$ cat config.mk
export PLATFORM = sky130hd
export DESIGN_NAME = hci_core_sequencer_flat
export DESIGN_NICKNAME = d
export VERILOG_FILES = /design/src/rtl/hci_core_sequencer_pkg.sv /design/src/rtl/hci_core_sequencer_if.sv /design/src/rtl/hci_core_sequencer_rbuf.sv /design/src/rtl/hci_core_sequencer.sv /design/src/flat_wrapper.sv
export SDC_FILE = /design/constraint.sdc
export NUM_CORES = 1
export LEC_CHECK = 0
export CORE_MARGIN = 8
export CORE_UTILIZATION = 54
export CTS_BUF_LIST = sky130_fd_sc_hd__clkbuf_2
export DETAILED_ROUTE_END_ITERATION = 10
export PLACE_DENSITY_LB_ADDON = 0.2
export SYNTH_ARGS = -nofsm -noshare
export SYNTH_HDL_FRONTEND = slang
export SYNTH_HIERARCHICAL = 1
export SYNTH_SLANG_ARGS = --single-unit
$ cat constraint.sdc
create_clock -name clk_i -period 7 [get_ports clk_i]
set_input_delay 2.1 -clock clk_i [delete_from_list [all_inputs] [get_ports clk_i]]
set_output_delay 2.1 -clock clk_i [all_outputs]
set_load 0.02 [all_outputs]
$ cat src/rtl/hci_core_sequencer_pkg.sv
// Shared defaults, sequencer state type and helpers for the HCI core sequencer slice.
package hci_package;

    localparam int unsigned DEFAULT_DW = 32;
    localparam int unsigned DEFAULT_AW = 32;
    localparam int unsigned DEFAULT_UW = 1;

    typedef enum logic [1:0] {
        SEQ_IDLE,
        SEQ_ISSUE,
        SEQ_DRAIN,
        SEQ_DONE
    } hci_seq_state_t;

    // Pointer width for a buffer of n entries; never narrower than one bit.
    function automatic int unsigned ptr_width(input int unsigned n);
        return (n > 1) ? $clog2(n) : 1;
    endfunction

endpackage

$ cat src/rtl/hci_core_sequencer_if.sv
// Wide TCDM request/response port shared between the sequencer (master) and hci_router (slave).
interface hci_core_intf
    import hci_package::*;
#(
    parameter int unsigned DW = DEFAULT_DW,
    parameter int unsigned AW = DEFAULT_AW,
    parameter int unsigned UW = DEFAULT_UW
) ();

    logic            req;
    logic            gnt;
    logic [AW-1:0]   add;
    logic            wen;
    logic [DW-1:0]   data;
    logic [DW/8-1:0] be;
    logic [UW-1:0]   user;
    logic [DW-1:0]   r_data;
    logic            r_valid;

    modport master (
        output req, add, wen, data, be, user,
        input  gnt, r_data, r_valid
    );

    modport slave (
        input  req, add, wen, data, be, user,
        output gnt, r_data, r_valid
    );

endinterface

$ cat src/rtl/hci_core_sequencer_rbuf.sv
// Read-response buffer: synchronous FIFO of DEPTH words with occupancy output.
module hci_core_sequencer_rbuf
    import hci_package::*;
#(
    parameter int unsigned DW    = DEFAULT_DW,
    parameter int unsigned DEPTH = 2,
    localparam int unsigned PW   = ptr_width(DEPTH),
    localparam int unsigned OW   = $clog2(DEPTH + 1)
) (
    input  logic          clk_i,
    input  logic          rst_ni,
    input  logic          clear_i,
    input  logic          push_i,
    input  logic [DW-1:0] data_i,
    input  logic          pop_i,
    output logic [DW-1:0] data_o,
    output logic          empty_o,
    output logic [OW-1:0] occ_o
);

    logic [DW-1:0] r_mem [DEPTH];
    logic [PW-1:0] r_wptr;
    logic [PW-1:0] r_rptr;
    logic [OW-1:0] r_occ;
    logic          w_push;
    logic          w_pop;

    function automatic logic [PW-1:0] next_ptr(input logic [PW-1:0] p);
        return (p == PW'(DEPTH - 1)) ? '0 : p + 1'b1;
    endfunction

    assign w_pop  = pop_i & (r_occ != '0);
    // A pop in the same cycle frees the slot, so push is legal even when full.
    assign w_push = push_i & ((r_occ != OW'(DEPTH)) | w_pop);

    always_ff @(posedge clk_i) begin
        if (!rst_ni || clear_i) begin
            r_wptr <= '0;
            r_rptr <= '0;
            r_occ  <= '0;
        end else begin
            if (w_push) r_wptr <= next_ptr(r_wptr);
            if (w_pop)  r_rptr <= next_ptr(r_rptr);
            case ({w_push, w_pop})
                2'b10:   r_occ <= r_occ + 1'b1;
                2'b01:   r_occ <= r_occ - 1'b1;
                default: r_occ <= r_occ;
            endcase
        end
    end

    always_ff @(posedge clk_i) begin
        if (w_push) r_mem[r_wptr] <= data_i;
    end

    assign data_o  = r_mem[r_rptr];
    assign empty_o = (r_occ == '0);
    assign occ_o   = r_occ;

endmodule

$ cat src/rtl/hci_core_sequencer.sv
// Strided TCDM sequencer: issues len word accesses at base + k*stride, streaming
// write data in and read data out through a credit-limited response buffer.
module hci_core_sequencer
    import hci_package::*;
#(
    parameter int unsigned DW         = DEFAULT_DW,
    parameter int unsigned AW         = DEFAULT_AW,
    parameter int unsigned LEN_W      = 16,
    parameter int unsigned RBUF_DEPTH = 2
) (
    input  logic             clk_i,
    input  logic             rst_ni,
    input  logic             clear_i,
    input  logic             start_i,
    input  logic [AW-1:0]    base_addr_i,
    input  logic [AW-1:0]    stride_i,
    input  logic [LEN_W-1:0] len_i,
    input  logic             wen_i,
    input  logic             wdata_valid_i,
    output logic             wdata_ready_o,
    input  logic [DW-1:0]    wdata_i,
    output logic             rdata_valid_o,
    input  logic             rdata_ready_i,
    output logic [DW-1:0]    rdata_o,
    output logic             busy_o,
    output logic             done_o,
    hci_core_intf.master     tcdm
);

    localparam int unsigned OW = $clog2(RBUF_DEPTH + 1);

    hci_seq_state_t   r_state;
    hci_seq_state_t   w_state_nxt;
    logic [AW-1:0]    r_addr;
    logic [AW-1:0]    r_stride;
    logic [LEN_W-1:0] r_len;
    logic [LEN_W-1:0] r_k;
    logic             r_wen;
    logic             r_out;
    logic             w_req;
    logic             w_hs;
    logic             w_last;
    logic             w_push;
    logic             w_pop;
    logic             w_empty;
    logic [DW-1:0]    w_head;
    logic [OW-1:0]    w_occ;
    logic [OW:0]      w_used;

    assign w_used = {1'b0, w_occ} + {{OW{1'b0}}, r_out};
    assign w_last = (r_k == r_len - 1'b1);
    assign w_hs   = w_req & tcdm.gnt;
    // Only a response in the cycle right after a read grant is genuine.
    assign w_push = tcdm.r_valid & r_out;
    assign w_pop  = ~w_empty & rdata_ready_i;

    always_ff @(posedge clk_i) begin
        if (!rst_ni) r_state <= SEQ_IDLE;
        else         r_state <= w_state_nxt;
    end

    always_comb begin
        w_state_nxt = r_state;
        w_req       = 1'b0;
        case (r_state)
            SEQ_IDLE: begin
                if (start_i) w_state_nxt = (len_i == '0) ? SEQ_DONE : SEQ_ISSUE;
            end
            SEQ_ISSUE: begin
                w_req = r_wen ? (32'(w_used) < RBUF_DEPTH) : wdata_valid_i;
                if (w_req && tcdm.gnt && w_last) w_state_nxt = r_wen ? SEQ_DRAIN : SEQ_DONE;
            end
            SEQ_DRAIN: begin
                if (!r_out && w_empty) w_state_nxt = SEQ_DONE;
            end
            SEQ_DONE: w_state_nxt = SEQ_IDLE;
            default:  w_state_nxt = SEQ_IDLE;
        endcase
        if (clear_i) w_state_nxt = SEQ_IDLE;
    end

    // Address advances by accumulation so no multiplier is needed.
    always_ff @(posedge clk_i) begin
        if (!rst_ni) begin
            r_addr   <= '0;
            r_stride <= '0;
            r_len    <= '0;
            r_k      <= '0;
            r_wen    <= 1'b0;
            r_out    <= 1'b0;
        end else if (clear_i) begin
            r_k   <= '0;
            r_out <= 1'b0;
        end else begin
            r_out <= w_hs & r_wen;
            if (r_state == SEQ_IDLE && start_i) begin
                r_addr   <= base_addr_i;
                r_stride <= stride_i;
                r_len    <= len_i;
                r_wen    <= wen_i;
                r_k      <= '0;
            end else if (w_hs) begin
                r_k    <= r_k + 1'b1;
                r_addr <= r_addr + r_stride;
            end
        end
    end

    hci_core_sequencer_rbuf #(
        .DW    (DW),
        .DEPTH (RBUF_DEPTH)
    ) u_rbuf (
        .clk_i   (clk_i),
        .rst_ni  (rst_ni),
        .clear_i (clear_i),
        .push_i  (w_push),
        .data_i  (tcdm.r_data),
        .pop_i   (w_pop),
        .data_o  (w_head),
        .empty_o (w_empty),
        .occ_o   (w_occ)
    );

    assign tcdm.req      = w_req;
    assign tcdm.add      = r_addr;
    assign tcdm.wen      = r_wen;
    assign tcdm.data     = wdata_i;
    assign tcdm.be       = '1;
    assign tcdm.user     = '0;

    assign wdata_ready_o = w_hs & ~r_wen;
    assign rdata_valid_o = ~w_empty;
    assign rdata_o       = w_empty ? '0 : w_head;
    assign busy_o        = (r_state != SEQ_IDLE);
    assign done_o        = (r_state == SEQ_DONE) & ~clear_i;

endmodule

$ cat src/flat_wrapper.sv
// flat-port wrapper written by rule: the top's interface ports become plain ports
module hci_core_sequencer_flat import hci_package::*;
#(
    parameter int unsigned DW         = DEFAULT_DW,
    parameter int unsigned AW         = DEFAULT_AW,
    parameter int unsigned LEN_W      = 16,
    parameter int unsigned RBUF_DEPTH = 2
)
  (clk_i, rst_ni, clear_i, start_i, base_addr_i, stride_i, len_i, wen_i, wdata_valid_i, wdata_ready_o, wdata_i, rdata_valid_o, rdata_ready_i, rdata_o, busy_o, done_o, tcdm_req, tcdm_add, tcdm_wen, tcdm_data, tcdm_be, tcdm_user, tcdm_gnt, tcdm_r_data, tcdm_r_valid);
  hci_core_intf #(.DW(DW), .AW(AW)) tcdm_i ();
  input  logic clk_i;
  input  logic rst_ni;
  input  logic clear_i;
  input  logic start_i;
  input  logic [AW-1:0] base_addr_i;
  input  logic [AW-1:0] stride_i;
  input  logic [LEN_W-1:0] len_i;
  input  logic wen_i;
  input  logic wdata_valid_i;
  output logic wdata_ready_o;
  input  logic [DW-1:0] wdata_i;
  output logic rdata_valid_o;
  input  logic rdata_ready_i;
  output logic [DW-1:0] rdata_o;
  output logic busy_o;
  output logic done_o;
  output wire logic [$bits(tcdm_i.req)-1:0] tcdm_req;
  output wire logic [$bits(tcdm_i.add)-1:0] tcdm_add;
  output wire logic [$bits(tcdm_i.wen)-1:0] tcdm_wen;
  output wire logic [$bits(tcdm_i.data)-1:0] tcdm_data;
  output wire logic [$bits(tcdm_i.be)-1:0] tcdm_be;
  output wire logic [$bits(tcdm_i.user)-1:0] tcdm_user;
  input wire logic [$bits(tcdm_i.gnt)-1:0] tcdm_gnt;
  input wire logic [$bits(tcdm_i.r_data)-1:0] tcdm_r_data;
  input wire logic [$bits(tcdm_i.r_valid)-1:0] tcdm_r_valid;
  assign tcdm_req = tcdm_i.req;
  assign tcdm_add = tcdm_i.add;
  assign tcdm_wen = tcdm_i.wen;
  assign tcdm_data = tcdm_i.data;
  assign tcdm_be = tcdm_i.be;
  assign tcdm_user = tcdm_i.user;
  assign tcdm_i.gnt = tcdm_gnt;
  assign tcdm_i.r_data = tcdm_r_data;
  assign tcdm_i.r_valid = tcdm_r_valid;
  hci_core_sequencer #(.DW(DW), .AW(AW), .LEN_W(LEN_W), .RBUF_DEPTH(RBUF_DEPTH)) u_core (.clk_i(clk_i), .rst_ni(rst_ni), .clear_i(clear_i), .start_i(start_i), .base_addr_i(base_addr_i), .stride_i(stride_i), .len_i(len_i), .wen_i(wen_i), .wdata_valid_i(wdata_valid_i), .wdata_ready_o(wdata_ready_o), .wdata_i(wdata_i), .rdata_valid_o(rdata_valid_o), .rdata_ready_i(rdata_ready_i), .rdata_o(rdata_o), .busy_o(busy_o), .done_o(done_o), .tcdm(tcdm_i));
endmodule
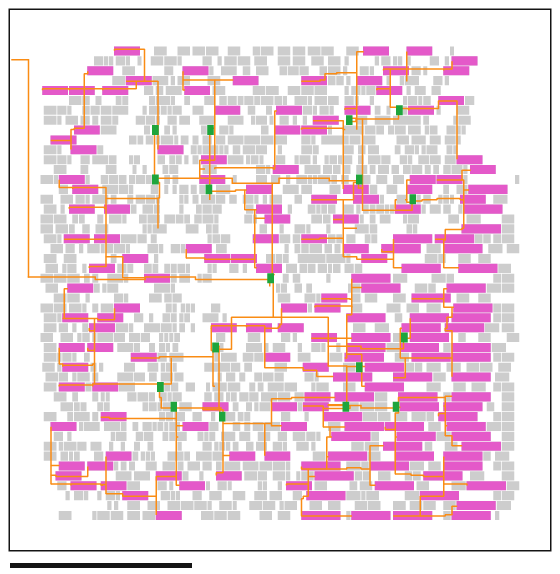
Fig. 1. Clock network drawn from the DEF (run 1).
The bar under the picture is 50 um long.
[magenta] flip-flops | count: 169
[green] cells driving clock nets | count: 17
[orange] clock wires | length: 1,980 um
flops lie	widely spread
Layout Skew: 0.0493 ns
clock power share: 0.261
Clock group: 0.000525 W
Latency at later pin: 0.77 ns

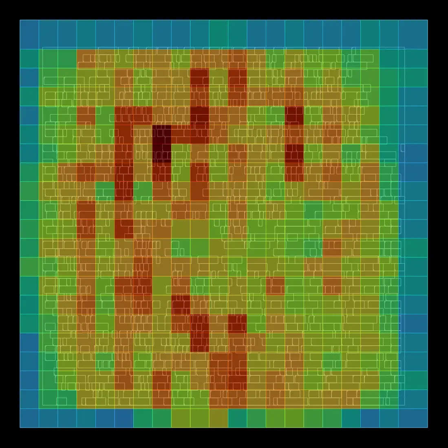
Fig. 2. Routing congestion (run 1).
met1 usage in global routing: 0.273
met2 usage: 0.356

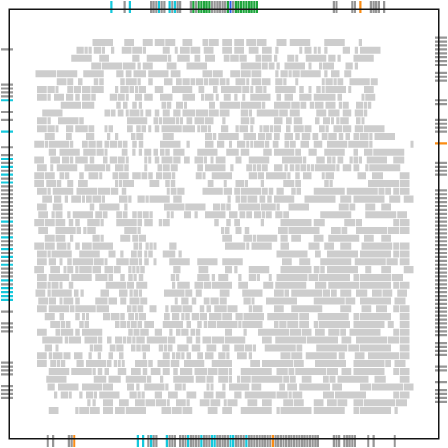
Fig. 3. Pin map (run 1).
Pins as bars across the die edge, other pins in grey.
colour	port	pins	direction	edge
green	len_i	16	input	north
blue	tcdm_gnt	1	input	north
orange	tcdm_be	4	output	2 south, 1 east, 1 north
cyan	tcdm_add	32	output	16 west, 11 south, 5 north
all pins by edge	79 south, 71 east, 60 west, 50 north
Port Buf Inserts: 190
die height: 149 um
die x size: 149 um

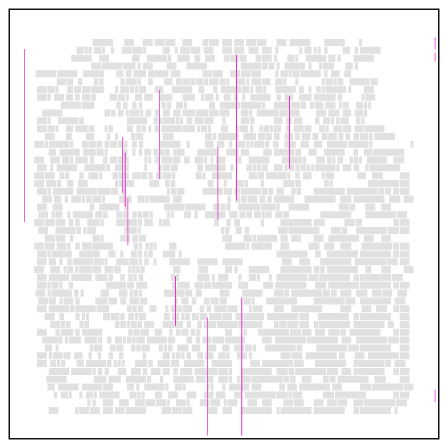
Fig. 4. M4 wires (run 1).
nets with wire on the layer	12
longest straight run	59.8 um
via count: 7,942
final WL: 24,100 um

==> qor.txt, run 1 <==
run status - complete, no violations
multi-input combinational cell area - 4940 um2
ao+oa area frac - 0.171
chip area - 22,100 um2
gr busiest metal - met2
clk buf depth - 2
PD cells - 175 nW/um2
Num CTS Buffers - 17
share of the synthesized area in the top cell type - 0.221
crit-path max cell delay - 0.62 ns
Core Region - 17,200 um2
vias per cell - 5.66
flop count - 169
initial antenna violation count - 1
Seq/total area - 0.350
worst path cell trace - clkdlybuf4s50_1, mux2i_1, and3b_1, nor2b_1, clkdlybuf4s50_1
DPL Wire Length - 17,600 um
Largest register FFs - 64
fill cell count - 1,466
critical path required time - 4.90 ns
Placed Area - 11,300 um2
Switching Power - 0.000647 W
Combinational Power Share - 0.201
drt wl/cell - 17.2 um
worst hold path class - flop to flop
Buf/Inv on CP - 2
Basic Gates by Area - 0.193
ys flops - 169
design area - 11,500 um2
Hold Buf Count CTS - 0
Net count, final - 1,355
Crit Path Category - primary input to output pin
Power Sequential - 0.00108 W
CP arrival - 4.00 ns
final hold vios - 0
prevailing logic family in the synthesized netlist - simple AND/OR/NAND/NOR gates
Cells after Synth - 1,037
R2R Setup Slk - 3.42 ns
placed instance count - 1,369
largest class - logic gates
drt drc - 0
met2 routed wirelength - 11,500 um
CP startpoint - wdata_valid_i
grt ovf - 0
Fmax - 164 MHz
detailed router's first-iteration violation count - 462
Fig. 5: run 1, register map, names as in the netlist
Other sequential cells in the stronger grey, the rest of the logic in the fainter grey.
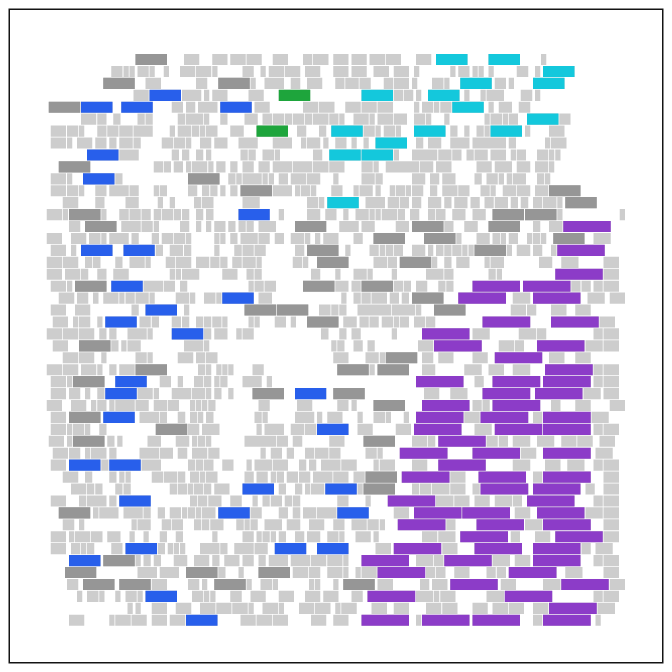

--- run 2 (diff from run 1) ---
Settings changed: CORE_UTILIZATION 54 to 50, SKIP_LAST_GASP set to 1.
Clock period 7 ns to 5.7 ns, I/O delays scaled along.
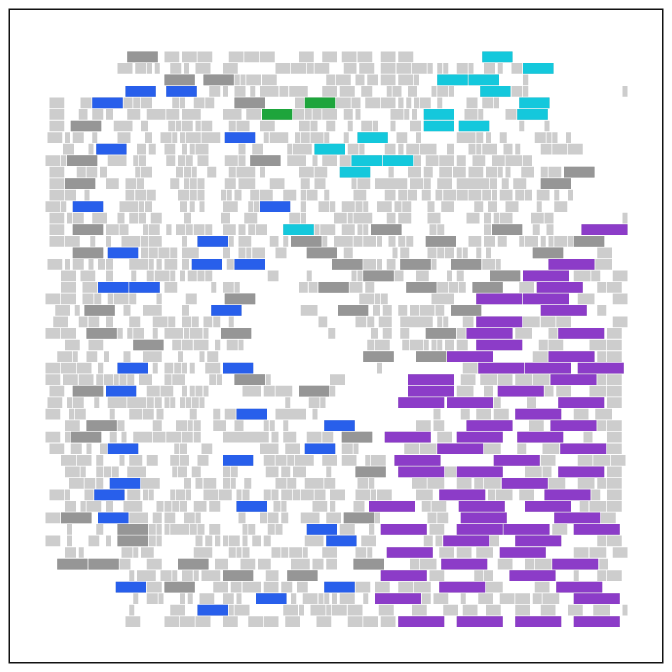
Fig. 6. Register map, names as in the netlist (run 2).
Other sequential cells in the stronger grey, the rest of the logic in the fainter grey.
colour	signal	flops
green	u_core/r_state	2
purple	u_core/u_rbuf/r_mem	64
blue	u_core/tcdm.add	32
cyan	u_core/r_len	16
Sequential Area: 4020 um2
Power Sequential: 0.00133 W
final core occ: 0.617
Seq/total area: 0.349

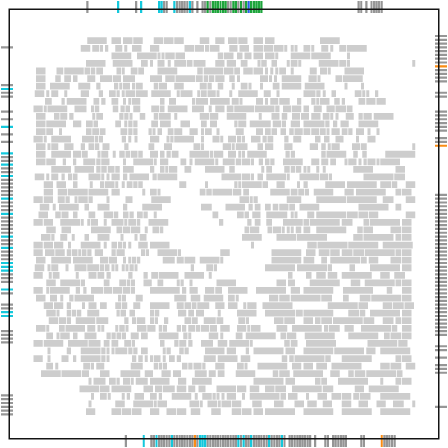
Fig. 7. Pin map (run 2).
Pins as bars across the die edge, other pins in grey.
die height: 154 um
die x size: 154 um

==> qor.txt, run 2 <==
run status - complete, no violations
CP arrival - 3.44 ns (-0.56 ns)
worst hold path class - flop to flop
Crit Path Category - primary input to output pin
Setup crit end kind - output pin
Metal-1 WL - 10,700 um
via count - 7,883 (-0.74%)
chip area - 23,700 um2 (+7.1%)
Buf/Inv on CP - 2 (unchanged)
final WL - 24,300 um (+0.80%)
CP startpoint - wdata_valid_i
drt wl/cell - 17.2 um (about the same)
Hold Buf Count CTS - 0 (unchanged)
TritonCTS clock tree - done
clk buf depth - 2 (unchanged)
critical path required time - 3.99 ns (-0.91 ns)
largest class - logic gates
prevailing logic family in the synthesized netlist - simple AND/OR/NAND/NOR gates
postcts setup bufs - 0
fill cell count - 1,628 (+11%)
Placed Area - 11,300 um2 (+0.30%)
met2 routed wirelength - 11,900 um (+3.2%)
detailed router's first-iteration violation count - 428 (-7.4%)
Switching Power - 0.000771 W (+19%)
Num CTS Buffers - 17 (unchanged)
DPL Wire Length - 17,700 um (+0.40%)
vias per cell - 5.57 (-1.6%)
most frequent logic cells in the routed design - clkdlybuf4s50_1, nand2_1, dfxtp_1
Cells after Synth - 1,037 (unchanged)
ys flops - 169 (unchanged)
placed instance count - 1,381 (+0.88%)
flop count - 169 (unchanged)
Largest register FFs - 64 (unchanged)
Non-Clock Inverter Count - 16
Finish-stage setup viols - 0
Basic Gates by Area - 0.193 (unchanged)
Combinational Power Share - 0.202 (about the same)
worst path cell trace - clkdlybuf4s50_1, mux2i_1, and3b_1, nor2b_1, clkdlybuf4s50_1
ys cells - 1,037
ao+oa area frac - 0.171 (unchanged)
Top Ports - 260
Port Buf Inserts - 190 (unchanged)
clock power share - 0.261 (about the same)
gr busiest metal - met2
initial antenna violation count - 2 (+1)
Layout Skew - 0.0371 ns (-0.0122 ns)
worst setup slack after layout - 0.546 ns
Fmax - 194 MHz
share of the synthesized area in the top cell type - 0.221 (unchanged)
Net count, final - 1,358 (+0.22%)
count leader, synth - nand2_1
met2 usage - 0.349 (-0.00706)
Resize count post-CTS - 0
final hold vios - 0 (unchanged)
Core Region - 18,700 um2 (+8.5%)
met1 usage in global routing - 0.250 (-0.0235)
crit-path max cell delay - 0.55 ns (-0.07 ns)
drt drc - 0 (unchanged)
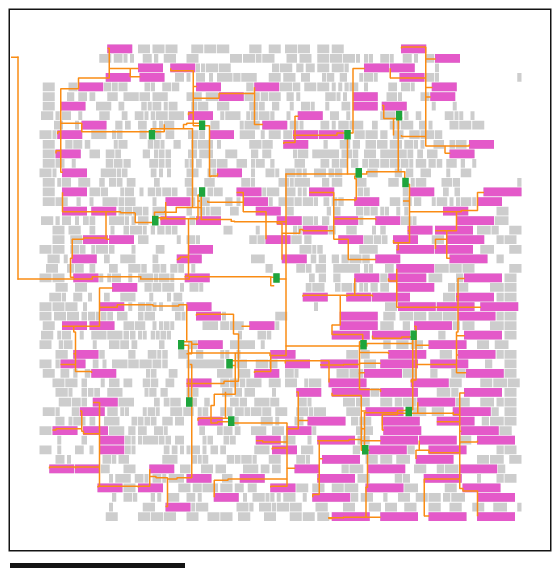
Fig. 8. Clock network drawn from the DEF (run 2).
The bar under the picture is 50 um long.
[magenta] flip-flops | count: 169
[green] cells driving clock nets | count: 17
[orange] clock wires | length: 2,050 um
routed clock nets	18
Clock group: 0.000645 W
Latency at later pin: 0.76 ns

Fig. 9: run 2, M4 wires
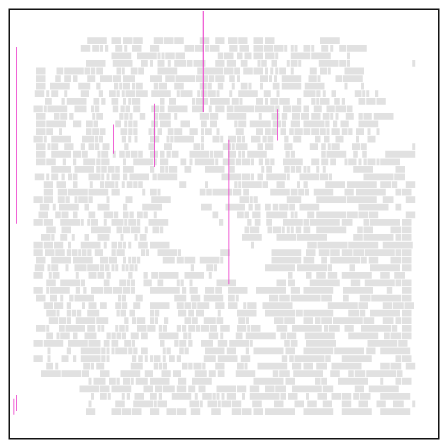

--- run 3 (diff from run 2) ---
Settings changed: ABC_CLOCK_PERIOD_IN_PS set to 5700, CORE_MARGIN 8 to unset.
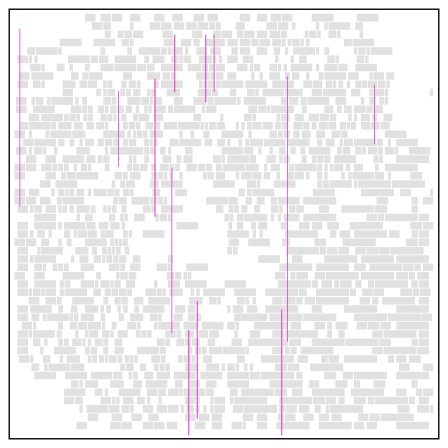
Fig. 10. M4 wires (run 3).
longest straight run	86.4 um
nets with wire on the layer	10
final WL: 22,800 um
via count: 7,838

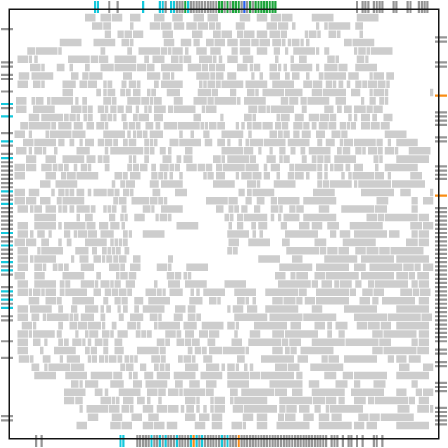
Fig. 11. Pin map (run 3).
Pins as bars across the die edge, other pins in grey.
colour	port	pins	direction	edge
cyan	tcdm_add	32	output	13 west, 11 south, 8 north
green	len_i	16	input	north
blue	tcdm_gnt	1	input	north
orange	tcdm_be	4	output	2 south, 2 east
all pins by edge	83 south, 62 north, 61 east, 54 west
die x size: 140 um
die height: 140 um

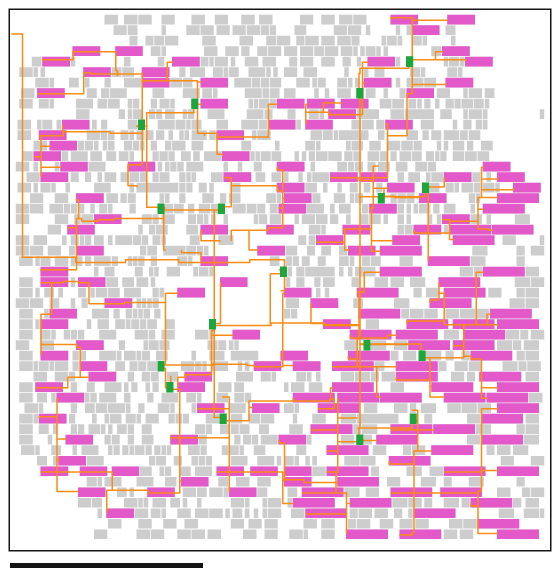
Fig. 12. Clock network drawn from the DEF (run 3).
The bar under the picture is 50 um long.
Layout Skew: 0.0380 ns
Clock group: 0.000704 W
clock power share: 0.278

==> qor.txt, run 3 <==
top cell family by delay on the critical path - buffers and inverters
worst hold path class - flop to flop
CP arrival - 3.26 ns (-0.18 ns)
Non-Clock Inverter Count - 16 (unchanged)
Largest register FFs - 64 (unchanged)
main flop type - dfxtp_1
met2 usage - 0.401 (+0.0517)
met1 usage in global routing - 0.298 (+0.0480)
Worst Hold Launch - u_core/r_stride[8]
Resize count post-CTS - 0 (unchanged)
top power group - sequential cells
critical path required time - 3.99 ns (about the same)
Hold Buf Count CTS - 0 (unchanged)
initial antenna violation count - 1 (-1)
crit-path max cell delay - 0.61 ns (+0.06 ns)
placed instance count - 1,382 (+0.072%)
TritonCTS clock tree - done
Root Buffer - clkbuf_2
Metal-1 WL - 9960 um (-7.2%)
Clock buf/inv share - 0.0238
Pwr Total - 0.00253 W
largest class - logic gates
Num CTS Buffers - 17 (unchanged)
H-tree Lvls - 4
slowest CP cell - clkdlybuf4s50_1
most frequent logic cells in the routed design - clkdlybuf4s50_1, nand2_1, dfxtp_1
fill cell count - 1,646 (+1.1%)
worst setup slack after layout - 0.729 ns (+0.183 ns)
Finish-stage setup viols - 0 (unchanged)
First-pass DRT Iterations - 5
Synth Seq Share - 0.423
Cells after Synth - 1,037 (unchanged)
RSZ-0062 raised after global routing - false
Port Buf Inserts - 190 (unchanged)
worst path cell trace - clkdlybuf4s50_1, mux2i_1, and3b_1, nor2b_1, clkdlybuf4s50_1
Top Ports - 260 (unchanged)
Fmax - 201 MHz (+3.7%)
Net count, final - 1,359 (+0.074%)
Reg clk slew, reported paths - 0.26 ns
# rows - 50
met2 routed wirelength - 11,000 um (-7.4%)
Setup crit end kind - output pin
Seq/total area - 0.347 (-0.00143)
drt drc - 0 (unchanged)
flop count - 169 (unchanged)
CP startpoint - wdata_valid_i
detailed router's first-iteration violation count - 402 (-6.1%)
multi-input combinational cell area - 4940 um2
ys flops - 169 (unchanged)
Tapcell Cnt - 234
Placed Area - 11,300 um2 (about the same)
Latency at later pin - 0.79 ns (+0.03 ns)
final core occ - 0.622 (+0.00462)
Max FO, Critical Path - 3
run status - complete, no violations
final hold vios - 0 (unchanged)
ys cells - 1,037 (unchanged)
postcts setup bufs - 0 (unchanged)
Power Sequential - 0.00133 W (about the same)
share of the synthesized area in the top cell type - 0.221 (unchanged)
ao+oa area frac - 0.171 (unchanged)
gr busiest metal - met2
Crit Path Category - primary input to output pin
vias per cell - 5.54 (-0.71%)
chip area - 19,600 um2 (-17%)
grt ovf - 0
count leader, synth - nand2_1
number of logic gates - 761
Adders+Majority by Area - 0.0521
Buf/Inv on CP - 2 (unchanged)
Seq pwr share - 0.526
Combinational Power Share - 0.195 (-0.007)
Core Region - 18,600 um2 (-0.33%)
Switching Power - 0.000775 W (+0.63%)
drt wl/cell - 16.1 um (-6.5%)
DPL Wire Length - 16,300 um (-8.3%)
Sequential Area - 4020 um2 (unchanged)
prevailing logic family in the synthesized netlist - simple AND/OR/NAND/NOR gates
Basic Gates by Area - 0.193 (unchanged)
clk buf depth - 2 (unchanged)
Power is estimated from default activity; no workload was simulated.
